`src/rtl/pool2_pkg.sv`:
```
// Shared types and derived-size helpers for the Pool2 stream controller.
// The optional POOL2_STALL_EN feature lives in the top and its address generator.
package pool2_pkg;

    typedef enum logic [1:0] {
        IDLE  = 2'd0,
        READ  = 2'd1,
        DRAIN = 2'd2
    } pool2_state_e;

    function automatic int calc_ifm_size_next(input int ifm_size);
        return ifm_size / 2;
    endfunction

    function automatic int calc_num_passes(input int ifm_depth, input int number_of_units);
        return (ifm_depth + number_of_units - 1) / number_of_units;
    endfunction

endpackage

```
`src/rtl/pool2_addr_gen.sv`:
```
// Row / column-pair / pass counters and IFM read-address generation for Pool2.
// With POOL2_STALL_EN the top drives hold from its stall port; otherwise hold is tied low.
module pool2_addr_gen
    import pool2_pkg::*;
#(
    parameter int IFM_SIZE   = 14,
    parameter int NUM_PASSES = 1,
    parameter int ADDR_W     = 8,
    parameter int PASS_W     = 1
) (
    input  logic              clk,
    input  logic              reset,
    input  logic              active,
    input  logic              advance,
    input  logic              hold,
    output logic [ADDR_W-1:0] addr_a,
    output logic [ADDR_W-1:0] addr_b,
    output logic [PASS_W-1:0] pass_sel,
    output logic              row_odd,
    output logic              last_issue
);

    localparam int HALF  = IFM_SIZE / 2;
    localparam int COL_W = $clog2(HALF) + 1;
    localparam int ROW_W = $clog2(IFM_SIZE) + 1;

    localparam logic [COL_W-1:0]  COL_LAST  = COL_W'(HALF - 1);
    localparam logic [ROW_W-1:0]  ROW_LAST  = ROW_W'(IFM_SIZE - 1);
    localparam logic [PASS_W-1:0] PASS_LAST = PASS_W'(NUM_PASSES - 1);

    logic [COL_W-1:0]  col;
    logic [ROW_W-1:0]  row;
    logic [PASS_W-1:0] pass;
    logic [ADDR_W-1:0] addr_cnt;
    logic [ADDR_W-1:0] addr_hold;
    logic [PASS_W-1:0] pass_hold;
    logic [ADDR_W-1:0] cur_addr;
    logic              col_last;
    logic              row_last;
    logic              pass_last;

    assign col_last   = (col == COL_LAST);
    assign row_last   = (row == ROW_LAST);
    assign pass_last  = (pass == PASS_LAST);
    assign last_issue = col_last && row_last && pass_last;
    assign row_odd    = row[0];

    // During a stall the previously issued address is re-presented, so the RAM
    // output still carries the push that is parked in the first delay stage.
    assign cur_addr = hold ? addr_hold : addr_cnt;
    assign addr_a   = active ? cur_addr : '0;
    assign addr_b   = active ? cur_addr + ADDR_W'(1) : '0;
    assign pass_sel = hold ? pass_hold : pass;

    // Column pairs are row-major with no gaps, so the even-column address is a
    // plain step-by-two counter that only resets at the pass wrap.
    always_ff @(posedge clk) begin
        if (!reset) begin
            col       <= '0;
            row       <= '0;
            pass      <= '0;
            addr_cnt  <= '0;
            addr_hold <= '0;
            pass_hold <= '0;
        end else begin
            if (!hold) begin
                addr_hold <= addr_cnt;
                pass_hold <= pass;
            end
            if (advance) begin
                if (col_last) begin
                    col <= '0;
                    if (row_last) begin
                        row      <= '0;
                        addr_cnt <= '0;
                        pass     <= pass_last ? '0 : pass + PASS_W'(1);
                    end else begin
                        row      <= row + ROW_W'(1);
                        addr_cnt <= addr_cnt + ADDR_W'(2);
                    end
                end else begin
                    col      <= col + COL_W'(1);
                    addr_cnt <= addr_cnt + ADDR_W'(2);
                end
            end
        end
    end

endmodule

```
`src/rtl/pool2_stream_ctrl.sv`:
```
// Pool2 producer/sequencer: streams IFM pixel pairs into the pool units and writes pooled results.
// Optional macro POOL2_STALL_EN adds a stall input that freezes counters and strobe delay line.
module pool2_stream_ctrl
    import pool2_pkg::*;
#(
    parameter int DATA_WIDTH            = 32,
    parameter int IFM_SIZE              = 14,
    parameter int IFM_DEPTH             = 3,
    parameter int NUMBER_OF_UNITS       = 3,
    parameter int POOL_LATENCY          = 1,
    parameter int IFM_SIZE_NEXT         = calc_ifm_size_next(IFM_SIZE),
    parameter int ADDRESS_SIZE_IFM      = $clog2(IFM_SIZE * IFM_SIZE),
    parameter int ADDRESS_SIZE_NEXT_IFM = $clog2(IFM_SIZE_NEXT * IFM_SIZE_NEXT),
    parameter int NUM_PASSES            = calc_num_passes(IFM_DEPTH, NUMBER_OF_UNITS)
) (
    input  logic                             clk,
    input  logic                             reset,
`ifdef POOL2_STALL_EN
    input  logic                             stall,
`endif
    input  logic                             start,
    output logic [ADDRESS_SIZE_IFM-1:0]      ifm_addr_A,
    output logic [ADDRESS_SIZE_IFM-1:0]      ifm_addr_B,
    input  logic [DATA_WIDTH-1:0]            ifm_data_A,
    input  logic [DATA_WIDTH-1:0]            ifm_data_B,
    output logic [$clog2(NUM_PASSES):0]      pass_sel,
    output logic [DATA_WIDTH-1:0]            data_out_A,
    output logic [DATA_WIDTH-1:0]            data_out_B,
    output logic                             fifo_enable,
    output logic                             pool_enable,
    output logic                             ofm_we,
    output logic [ADDRESS_SIZE_NEXT_IFM-1:0] ofm_addr,
    output logic                             busy,
    output logic                             done,
    output pool2_state_e                     state_dbg
);

    localparam int PASS_W = $clog2(NUM_PASSES) + 1;
    localparam logic [ADDRESS_SIZE_NEXT_IFM-1:0] OFM_LAST =
        ADDRESS_SIZE_NEXT_IFM'(IFM_SIZE_NEXT * IFM_SIZE_NEXT - 1);

    pool2_state_e state;
    pool2_state_e state_nx;

    logic hold;
    logic issue;
    logic row_odd;
    logic last_issue;

    // Strobes are valid-only: each of fifo_enable, pool_enable and ofm_we
    // qualifies its data for exactly the cycle it is high. There is no ready;
    // the only backpressure is stall, which freezes everything in place.
    logic                    fifo_v;
    logic                    fifo_odd;
    logic                    fifo_last;
    logic [POOL_LATENCY:0]   pool_v;
    logic [POOL_LATENCY:0]   pool_last;
    logic                    done_q;
    logic [ADDRESS_SIZE_NEXT_IFM-1:0] ofm_cnt;

`ifdef POOL2_STALL_EN
    assign hold = stall;
`else
    assign hold = 1'b0;
`endif

    assign issue = (state == READ) && !hold;

    pool2_addr_gen #(
        .IFM_SIZE   (IFM_SIZE),
        .NUM_PASSES (NUM_PASSES),
        .ADDR_W     (ADDRESS_SIZE_IFM),
        .PASS_W     (PASS_W)
    ) u_addr_gen (
        .clk        (clk),
        .reset      (reset),
        .active     (state == READ),
        .advance    (issue),
        .hold       (hold),
        .addr_a     (ifm_addr_A),
        .addr_b     (ifm_addr_B),
        .pass_sel   (pass_sel),
        .row_odd    (row_odd),
        .last_issue (last_issue)
    );

    always_comb begin
        state_nx = state;
        case (state)
            IDLE:    if (start) state_nx = READ;
            READ:    if (issue && last_issue) state_nx = DRAIN;
            DRAIN:   if (done) state_nx = IDLE;
            default: state_nx = IDLE;
        endcase
    end

    // Delay line: stage fifo_v is the RAM-data cycle, pool_v[0] the window
    // completion, pool_v[POOL_LATENCY] the write; a last-push flag rides along.
    always_ff @(posedge clk) begin
        if (!reset) begin
            state     <= IDLE;
            fifo_v    <= 1'b0;
            fifo_odd  <= 1'b0;
            fifo_last <= 1'b0;
            pool_v    <= '0;
            pool_last <= '0;
            done_q    <= 1'b0;
            ofm_cnt   <= '0;
        end else begin
            state <= state_nx;
            if (!hold) begin
                fifo_v       <= issue;
                fifo_odd     <= row_odd;
                fifo_last    <= issue && last_issue;
                pool_v[0]    <= fifo_v && fifo_odd;
                pool_last[0] <= fifo_v && fifo_last;
                for (int i = 1; i <= POOL_LATENCY; i++) begin
                    pool_v[i]    <= pool_v[i-1];
                    pool_last[i] <= pool_last[i-1];
                end
                done_q <= pool_v[POOL_LATENCY] && pool_last[POOL_LATENCY];
                if (pool_v[POOL_LATENCY]) begin
                    ofm_cnt <= (ofm_cnt == OFM_LAST) ? '0 : ofm_cnt + ADDRESS_SIZE_NEXT_IFM'(1);
                end
            end
        end
    end

    assign fifo_enable = fifo_v && !hold;
    assign pool_enable = pool_v[0] && !hold;
    assign ofm_we      = pool_v[POOL_LATENCY] && !hold;
    assign done        = done_q && !hold;
    assign ofm_addr    = ofm_cnt;
    assign busy        = (state != IDLE);
    assign state_dbg   = state;
    assign data_out_A  = fifo_enable ? ifm_data_A : '0;
    assign data_out_B  = fifo_enable ? ifm_data_B : '0;

endmodule

```
`config.mk`:
```
export PLATFORM = sky130hd
export DESIGN_NAME = pool2_stream_ctrl
export DESIGN_NICKNAME = d
export VERILOG_FILES = /design/src/rtl/pool2_pkg.sv /design/src/rtl/pool2_addr_gen.sv /design/src/rtl/pool2_stream_ctrl.sv
export SDC_FILE = /design/constraint.sdc
export NUM_CORES = 1
export LEC_CHECK = 0
export ABC_CLOCK_PERIOD_IN_PS = 2100
export CAP_MARGIN = 30
export CORE_ASPECT_RATIO = 0.6
export CORE_MARGIN = 4
export CORE_UTILIZATION = 35
export CTS_CLUSTER_DIAMETER = 40
export DETAILED_ROUTE_END_ITERATION = 6
export GPL_TIMING_DRIVEN = 0
export PLACE_DENSITY = 0.86
export SLEW_MARGIN = 30
export SYNTH_ARGS = -nofsm -noshare
export SYNTH_HDL_FRONTEND = slang
export SYNTH_SLANG_ARGS = --single-unit
```
`constraint.sdc`:
```
create_clock -name clk -period 2.1 [get_ports clk]
set_input_delay 0.42 -clock clk [delete_from_list [all_inputs] [get_ports clk]]
set_output_delay 0.42 -clock clk [all_outputs]
set_load 0.1 [all_outputs]
```
**Wiring by layer**

(6 px per um) Two of the layers only.
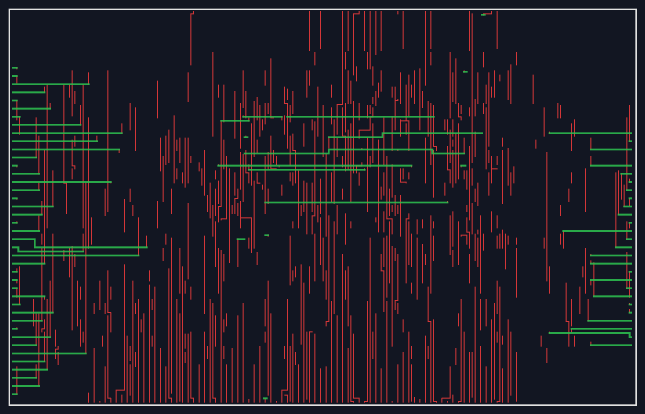
red -> met2  # wire length 3290 um
green -> met3  # wire length 559 um
total track usage: 19.06%
drt total wl: 6697 um
via count: 2262

**Clock distribution**

(6 px per um)
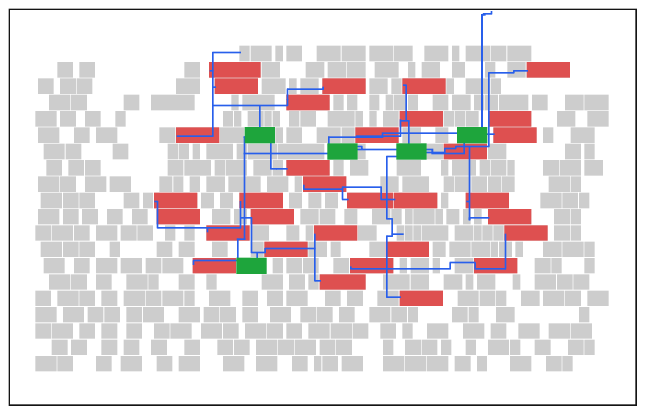
green -> cells driving clock nets  # count 5
blue -> clock wires  # length 410 um
red -> flip-flops  # count 32
routed clock nets = 6

**Floorplan with the power grid**

(4 px per um) Pins as bars on the die edge.
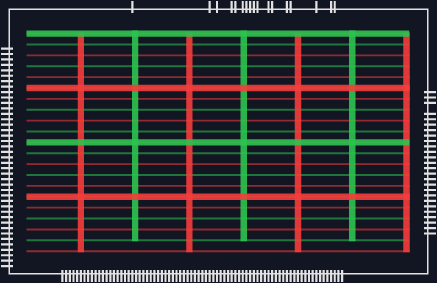
green -> VDD
red -> VSS
rows = 20
met1 rails = 21
met5 straps = 4

**Local utilization**

(3 px per um) The die is cut into 10 by 7 equal tiles; white is low, dark blue is high, 0 to 100% covered.
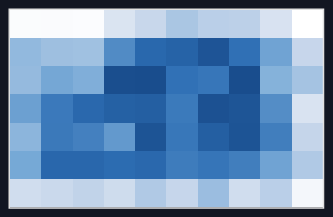
densest ninth of the die = center
tiles over 75% full = 26%
fullest tile = 88%
nearly empty tiles = 2.9%
emptiest ninth of the die = north-west
mean over tiles = 52%
Final Util: 69.42%
core area: 5205 sq um
Init Core Util: 37.36%

**Routing congestion**

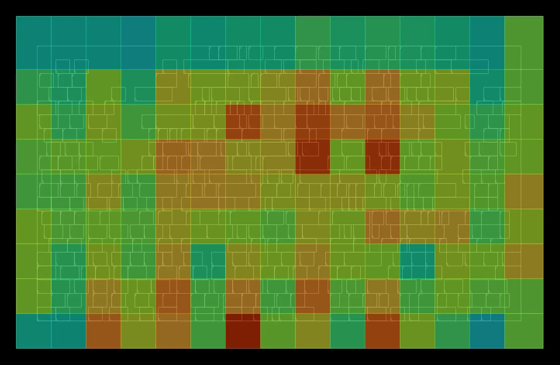
Wirelength per Cell: 14.25 um
busiest grt layer: met2

==> summary.txt <==
fresh numbers from the pnr run: Synth Area in Adders=between 3 and 4%, min cycle time layout=between 2 and 2.5 ns, critical path class=reg2out, share of cells above drive strength 1=between 40% and 50%, Slew HR=about a third, Warnings, synthesis=0, R2R Path Start=u_addr_gen.row[0]$_SDFFE_PN0P_, dpl cell area=3765 sq um, CP Max Fanout=10, leading area contributor after synthesis=dfxtp_1, Max VDD drop=between 200 and 250 uV, Post-Syn Area per Cell=a little over 8 sq um, fillers=453, cells in synth_stat.txt=approximately 240, Max Cap Viol=0, post-synthesis sequential area ratio=32.95%, die height=65.74 um, Hold Path End=pool_last[1]$_SDFF_PN0_, H-tree depth=2, Reg area=approximately 650 sq um, clk sinks=32, Seq cells post-synth=32, Dominant flop cell=dfxtp_1, Crit-path slowest cell=buf_2, Setup Slack @ Placement=-0.6210 ns, Hold Startpoint=pool_last[0]$_SDFF_PN0_, DRT Pass-1 Iters=4, DRC=0, crit path capture type=output port, CP arrival=around 1.6 ns, post-synthesis cell count=~240, Yosys cell types=47, simple share=between 40% and 50%, Worst Path Required=1.68 ns, CP Launch Point=state_dbg[1]$_SDFFE_PN0P_, port buffer count=158, top cell type by instance count after synthesis=and2_1, Startpoint Class=register, DIE AREA=6851 sq um, unrepaired setup endpoints after global routing=false, Buffers & Inverters on Critical Path=2, LEAKAGE=1.701 nW, Synth async-reset ratio=0%, CP delay by family, top=buffers and inverters, area grow syn2layout=85.84%, yosys stat chip area=1944 sq um, I/O Pins=161, final hold violation count=0, clock root cell=clkbuf_8, logic area=1299 sq um, vias in the first global route=around 2200, number of enable flip-flop cells=0, NumNets Final=about 480, Final ANT Viol Nets=0, initial antenna violation count=0, 1st-iter DRT viols=around 54, Crit path largest cell delay=0.42 ns, most frequent cells after synthesis=and2_1, dfxtp_1, nor2_1, GP Congestion=a little over 0.8, Longest Clk Path Bufs=2, site row count=20, status=finished, final reports clean, cell area after layout=about 3600 sq um, via/cell ratio=approximately 4.8, hold_ws=roughly 0.44 ns, AO/OA Area Share=between 10 and 15%, gr ovfl total=0, Post-DP HPWL=5666 um, FF-to-FF setup slack=0.56 ns, Reg2Reg Depth=4, top cells, area=dfxtp_1, and2_1, ha_1, Cells after DPL=approximately 460, maximum operating frequency=roughly 490 MHz, largest net degree at the start of global routing=11, ANT cells=0, Mapped Area=between 1500 and 2000 sq um, clk_skew=a little under 0.008 ns, CTS buffer count=5, fin crit share=between 90% and 100%, clock slew at reported path FFs=0.07 ns, DIE WIDTH=approximately 100 um, mux frac, synth=less than 1%, Setup WS post-layout=0.06618 ns, global-route wire length before repair=10630 um
==> worst max path at each step <==
stage	end	depth (start not counted)
2_1_floorplan	ifm_addr_B[1]	5
3_3_place_gp	data_out_B[19]	4
6_report	ifm_addr_B[7]	4
5_1_grt	ifm_addr_B[7]	4
3_5_place_dp	data_out_B[13]	4
4_1_cts	data_out_A[10]	3
==> routing by layer <==
layer | up-vias | share of wire [%] | GRT usage, %
met2 | 93 | 49 | 35.68
met3 | 9 | 8.3 | 5.201
met1 | 1032 | 41 | 22.19
li1 | 1128 | - | -
met4 | 0 | 1.2 | 3.648
met5 | - | 0 | 0
==> stage by stage <==
stage,TNS [ns],power [mW]
finish,0,1.786
global route,0,1.841
CTS,0,1.804
detailed placement,-40.74,1.388
global placement,-39.24,1.381
floorplan,-0.02984,1.149
==> final cells by class <==
class                      instances  area share, %
buffer                            17          3.428
sequential                        32          17.90
multi-input combinational        180          35.94
tap                               66          2.285
inverter                          10          1.039
clock inverter                     1         0.1385
clock buffer                       6          2.008
timing repair buffer             158          37.26
==> layout by cell type (no fill, tap or decap), types with 4 or more instances in the layout <==
| master | synthesis | layout |
|---|---|---|
| buf_6 | 0 | 11 |
| clkdlybuf4s50_1 | 0 | 66 |
| nor2_1 | 13 | 12 |
| clkbuf_2 | 0 | 5 |
| inv_1 | 9 | 9 |
| or3_1 | 7 | 7 |
| dlygate4sd2_1 | 0 | 12 |
| buf_4 | 4 | 43 |
| and2_2 | 0 | 65 |
| o21ai_0 | 8 | 8 |
| ha_1 | 5 | 5 |
| a21oi_1 | 11 | 11 |
| nand2_1 | 6 | 6 |
| buf_2 | 3 | 27 |
| clkbuf_8 | 0 | 6 |
| dfxtp_1 | 32 | 29 |
| nand3_1 | 4 | 4 |
| clkbuf_1 | 10 | 5 |
| and2_4 | 0 | 9 |
| xor2_1 | 4 | 4 |
==> where the power goes <==
group / total (mW) / switching [mW] / internal (mW)
clock: 0.441 / 0.216 / 0.225
sequential: 0.627 / 0.0115 / 0.616
combinational: 0.719 / 0.494 / 0.224
==> worst register-to-register path: stages, from the launching register on <==
cell      delay [ns]
dfxtp_1         0.40
ha_1            0.22
nand4b_2        0.24
a211o_1         0.33
a32o_1          0.25
==> repair_timing <==
item | CTS | global route
buffers inserted | 0 | 0
endpoints found under the setup margin | 92 | 49
hold buffers | 0 | 0
gates cloned | 0 | 0
gates resized | 429 | 44
==> registers in the layout, indices dropped and copies added (netlist names) <==
name / flops
fifo_last: 1
pool_last: 2
pool_v: 2
u_addr_gen.addr_cnt: 7
fifo_odd: 1
done: 1
ofm_addr: 6
fifo_enable: 1
u_addr_gen.row: 5
state_dbg: 2
u_addr_gen.col: 4
==> cell families after synthesis <==
family / Yosys count
and+or+nand+nor: 131
xor gates and xnor gates: 6
adders and majority gates: 5
buffers and inverters: 27
DFF: 32
muxes: 1
AOI/OAI and AO/OA: 35
other: 1
Power is estimated from default activity; no workload was simulated.
